`config.mk`:
```
export PLATFORM = sky130hd
export DESIGN_NAME = key_code_decoder
export DESIGN_NICKNAME = d
export VERILOG_FILES = /design/src/rtl/key_code_decoder.sv
export SDC_FILE = /design/constraint.sdc
export NUM_CORES = 1
export LEC_CHECK = 0
export ABC_AREA = 1
export CAP_MARGIN = 10
export CORE_MARGIN = 5
export CORE_UTILIZATION = 33
export CTS_BUF_LIST = sky130_fd_sc_hd__clkbuf_8 sky130_fd_sc_hd__clkbuf_16
export DETAILED_ROUTE_END_ITERATION = 16
export PLACE_DENSITY = 0.64
export RECOVER_POWER = 25
export SETUP_SLACK_MARGIN = 0.02
export SYNTH_ARGS = -nofsm -noshare
export SYNTH_HDL_FRONTEND = slang
export SYNTH_SLANG_ARGS = --single-unit
```
`constraint.sdc`:
```
create_clock -name clk -period 3.5 [get_ports clk]
set_input_delay 0.7 -clock clk [delete_from_list [all_inputs] [get_ports clk]]
set_output_delay 0.7 -clock clk [all_outputs]
set_load 0.1 [all_outputs]
```
`src/rtl/key_code_decoder.sv`:
```
// ---------------------------------------------------------------------------
// key_code_decoder
//
// Receive-side partner of the keypad's 10-line active-low priority encoder.
// The encoder's active-low code is registered, debounced by a counter-based
// FSM, and the accepted key number is re-expanded to a 10-line active-low
// one-hot bus (74HC42 style).
//
// Parameters
//   DEB_CYCLES  consecutive identical observations needed to accept a press
//               or a release (legal range 1..255)
//
// Ports
//   clk        in   rising-edge clock
//   rst        in   synchronous active-high reset
//   y_n[3:0]   in   encoder code, active-low (key k arrives as ~k, 4'hF idle)
//   key[3:0]   out  latched key number 0..9, 0 means no key
//   q_n[9:0]   out  registered active-low one-hot decode of key
//   key_valid  out  high while a debounced key 1..9 is latched
//   key_pulse  out  one-cycle strobe on each accepted new press
//   err        out  sticky flag, set when a code 10..15 is observed
// ---------------------------------------------------------------------------
module key_code_decoder #(
    parameter int DEB_CYCLES = 4
) (
    input  logic       clk,
    input  logic       rst,
    input  logic [3:0] y_n,
    output logic [3:0] key,
    output logic [9:0] q_n,
    output logic       key_valid,
    output logic       key_pulse,
    output logic       err
);

    // Counter width is just enough to hold DEB_CYCLES; counters saturate.
    localparam int               CNT_W      = (DEB_CYCLES < 2) ? 1 : $clog2(DEB_CYCLES + 1);
    localparam logic [CNT_W-1:0] CNT_MAX    = {CNT_W{1'b1}};
    localparam logic [CNT_W-1:0] DEB_TARGET = CNT_W'(DEB_CYCLES);

    typedef enum logic [1:0] {
        IDLE,
        DEBOUNCE,
        HELD
    } state_t;

    state_t           state_q, state_d;
    logic [3:0]       s_q;
    logic [3:0]       cand_q, cand_d;
    logic [CNT_W-1:0] cnt_q, cnt_d;
    logic [CNT_W-1:0] rcnt_q, rcnt_d;
    logic [3:0]       key_q, key_d;
    logic [9:0]       qn_q, qn_d;
    logic             valid_q, valid_d;
    logic             pulse_q, pulse_d;
    logic             err_q, err_d;

    logic             isKey;
    logic             isInvalid;
    logic [CNT_W-1:0] cntInc;
    logic [CNT_W-1:0] rcntInc;

    // Classify the registered code and precompute the saturating increments
    // used by both debounce counters.
    always_comb begin
        isKey     = (s_q != 4'd0) && (s_q <= 4'd9);
        isInvalid = (s_q >= 4'd10);
        cntInc    = (cnt_q  == CNT_MAX) ? cnt_q  : cnt_q  + CNT_W'(1);
        rcntInc   = (rcnt_q == CNT_MAX) ? rcnt_q : rcnt_q + CNT_W'(1);
    end

    // Next-state logic. A commit writes key/valid/pulse on the same edge that
    // the final matching observation is made, so the outputs appear exactly
    // DEB_CYCLES observations after the code first reaches the FSM. Key 0 is
    // indistinguishable from idle at the encoder and is never accepted.
    // Invalid codes behave as "no key" and additionally set the sticky error.
    always_comb begin
        state_d = state_q;
        cand_d  = cand_q;
        cnt_d   = cnt_q;
        rcnt_d  = rcnt_q;
        key_d   = key_q;
        valid_d = valid_q;
        pulse_d = 1'b0;
        err_d   = err_q | isInvalid;

        case (state_q)
            IDLE: begin
                if (isKey) begin
                    cand_d = s_q;
                    if (DEB_CYCLES == 1) begin
                        key_d   = s_q;
                        valid_d = 1'b1;
                        pulse_d = 1'b1;
                        cnt_d   = '0;
                        rcnt_d  = '0;
                        state_d = HELD;
                    end else begin
                        cnt_d   = CNT_W'(1);
                        state_d = DEBOUNCE;
                    end
                end
            end

            DEBOUNCE: begin
                if (isKey && (s_q == cand_q)) begin
                    cnt_d = cntInc;
                    if (cntInc >= DEB_TARGET) begin
                        key_d   = cand_q;
                        valid_d = 1'b1;
                        pulse_d = 1'b1;
                        cnt_d   = '0;
                        rcnt_d  = '0;
                        state_d = HELD;
                    end
                end else if (isKey) begin
                    // A different key restarts the debounce on the new key.
                    cand_d = s_q;
                    cnt_d  = CNT_W'(1);
                end else begin
                    cnt_d   = '0;
                    state_d = IDLE;
                end
            end

            HELD: begin
                // Anything other than the held key, including another valid
                // key, counts toward release; the new key is only considered
                // once the old one has been released.
                if (s_q == key_q) begin
                    rcnt_d = '0;
                end else begin
                    rcnt_d = rcntInc;
                    if (rcntInc >= DEB_TARGET) begin
                        key_d   = 4'd0;
                        valid_d = 1'b0;
                        rcnt_d  = '0;
                        state_d = IDLE;
                    end
                end
            end

            default: begin
                state_d = IDLE;
            end
        endcase

        qn_d = ~(10'b1 << key_d);
    end

    // State and output registers. The input code is inverted into s_q every
    // cycle so the FSM always observes the previous cycle's encoder value.
    always_ff @(posedge clk) begin
        if (rst) begin
            state_q <= IDLE;
            s_q     <= 4'd0;
            cand_q  <= 4'd0;
            cnt_q   <= '0;
            rcnt_q  <= '0;
            key_q   <= 4'd0;
            qn_q    <= 10'h3FE;
            valid_q <= 1'b0;
            pulse_q <= 1'b0;
            err_q   <= 1'b0;
        end else begin
            state_q <= state_d;
            s_q     <= ~y_n;
            cand_q  <= cand_d;
            cnt_q   <= cnt_d;
            rcnt_q  <= rcnt_d;
            key_q   <= key_d;
            qn_q    <= qn_d;
            valid_q <= valid_d;
            pulse_q <= pulse_d;
            err_q   <= err_d;
        end
    end

    assign key       = key_q;
    assign q_n       = qn_q;
    assign key_valid = valid_q;
    assign key_pulse = pulse_q;
    assign err       = err_q;

endmodule

```
Fig. 1: cell sizes after repair
The bar under the picture is 20 um long.
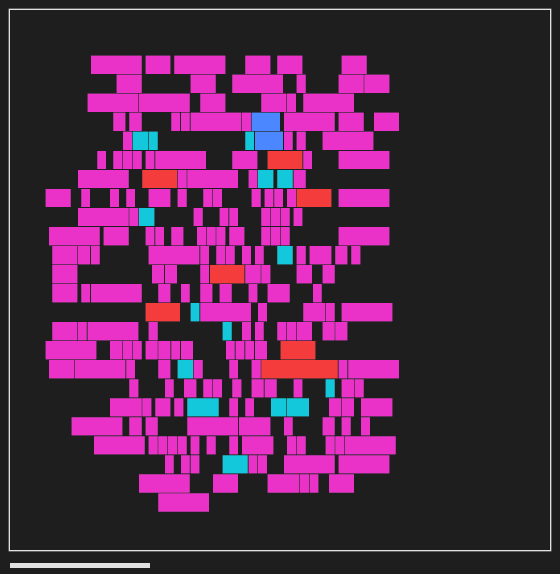
| color | size | cells | most used |
|---|---|---|---|
| cyan | x2 | 15 | inv_2 |
| blue | x3 and x4 | 2 | nor2_4 |
| magenta | x1 and smaller | 205 | nand2_1 |
| red | x6 and larger | 7 | clkbuf_8 |
fin area: 1850 um2
nonclk buf count: 22
Final WS setup: 0.966 ns
P&R area growth vs syn: 24.2%

Fig. 2: met1 routing
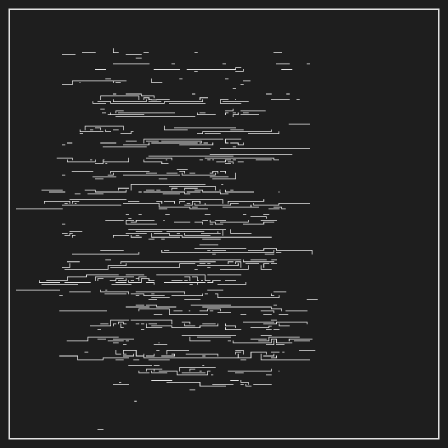
wire length on this layer: 1540 um
main direction: horizontal
nets with wire on the layer: 222
Routed WL: 3.13 mm
met1 GRT Util: 14.7%
Via Count: 1265

==> results_dict.tcl <==
# metrics dict for downstream scripts
set metrics [dict create \
    n_antenna_cell 0 \
    die_x_um 77.2 \
    met3_usage_pct 3.04 \
    logic_area_um2 691 \
    ys_ff 33 \
    synth_warnings 0 \
    placed_area_um2 1770 \
    min-delay-start "rcnt_q[2]" \
    port_buffers 22 \
    grt.overflow.total 0 \
    nClkBuffers 6 \
    synthesis.nets 212 \
    hold_depth 2 \
    path_clk_slew_ns 0.06 \
    hpwl_mm 2.37 \
    drv_slew 0 \
    met1_length_mm 1.54 \
    largest_reg_flops 10 \
    fp_util_pct 34.2 \
    nonClkBufAreaFrac_pct 11.9 \
    rr_endpoint "q_n[7]" \
    instances_no_fill 281 \
    die_area_um2 5960 \
    setup.worst_path.start "key[3]" \
    root_buffer "clkbuf_8" \
    cts_tree "yes" \
    crit_path_start_kind "flop" \
    post-route-min-period_ns 2.53 \
    seq_area_share_pct 35.7 \
    status "finished, final reports clean" \
    netlist_area_um2 1490 \
    path_cells "clkdlybuf4s50_1" \
    finish.utilization_pct 42.5 \
    cp_max_fo 4 \
    htree_levels 2 \
    yosysTopAreaCell "dfxtp_1" \
    routed.top_layer "met4" \
    worst-slew-pin-transition_ns 0.987 \
    wl_met2_mm 1.42 \
    flops 33 \
]
Fig. 3: metal layers overlaid
Only two layers are drawn.
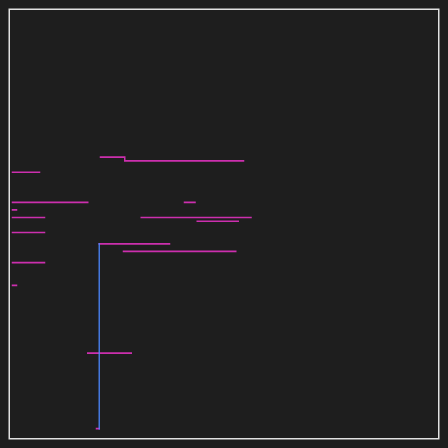
| color | layer | wire length |
|---|---|---|
| blue | M4 | 33.3 um |
| magenta | M3 | 133 um |
WL per Instance: 11.1 um
global-route usage over all layers: 11.4%

-- where the power goes --
| part | switching, mW | internal [mW] | total (mW) |
|---|---|---|---|
| Sequential | 0.0372 | 0.432 | 0.470 |
| Combinational | 0.285 | 0.142 | 0.428 |
| Clock | 0.137 | 0.229 | 0.366 |
-- logic make-up (layout without fill, tap and decap cells) --
| kind of cell | after synthesis | count (layout) | share of synthesized area [%] |
|---|---|---|---|
| AND-OR/OR-AND | 25 | 25 | 9.15 |
| XOR/XNOR | 4 | 4 | 2.35 |
| adder cells (fa/ha/maj) | 5 | 5 | 4.20 |
| buffers and inverters | 28 | 56 | 7.05 |
| flip-flops | 33 | 33 | 44.3 |
| AND/OR/NAND/NOR | 106 | 106 | 32.9 |
Power is estimated from default activity; no workload was simulated.
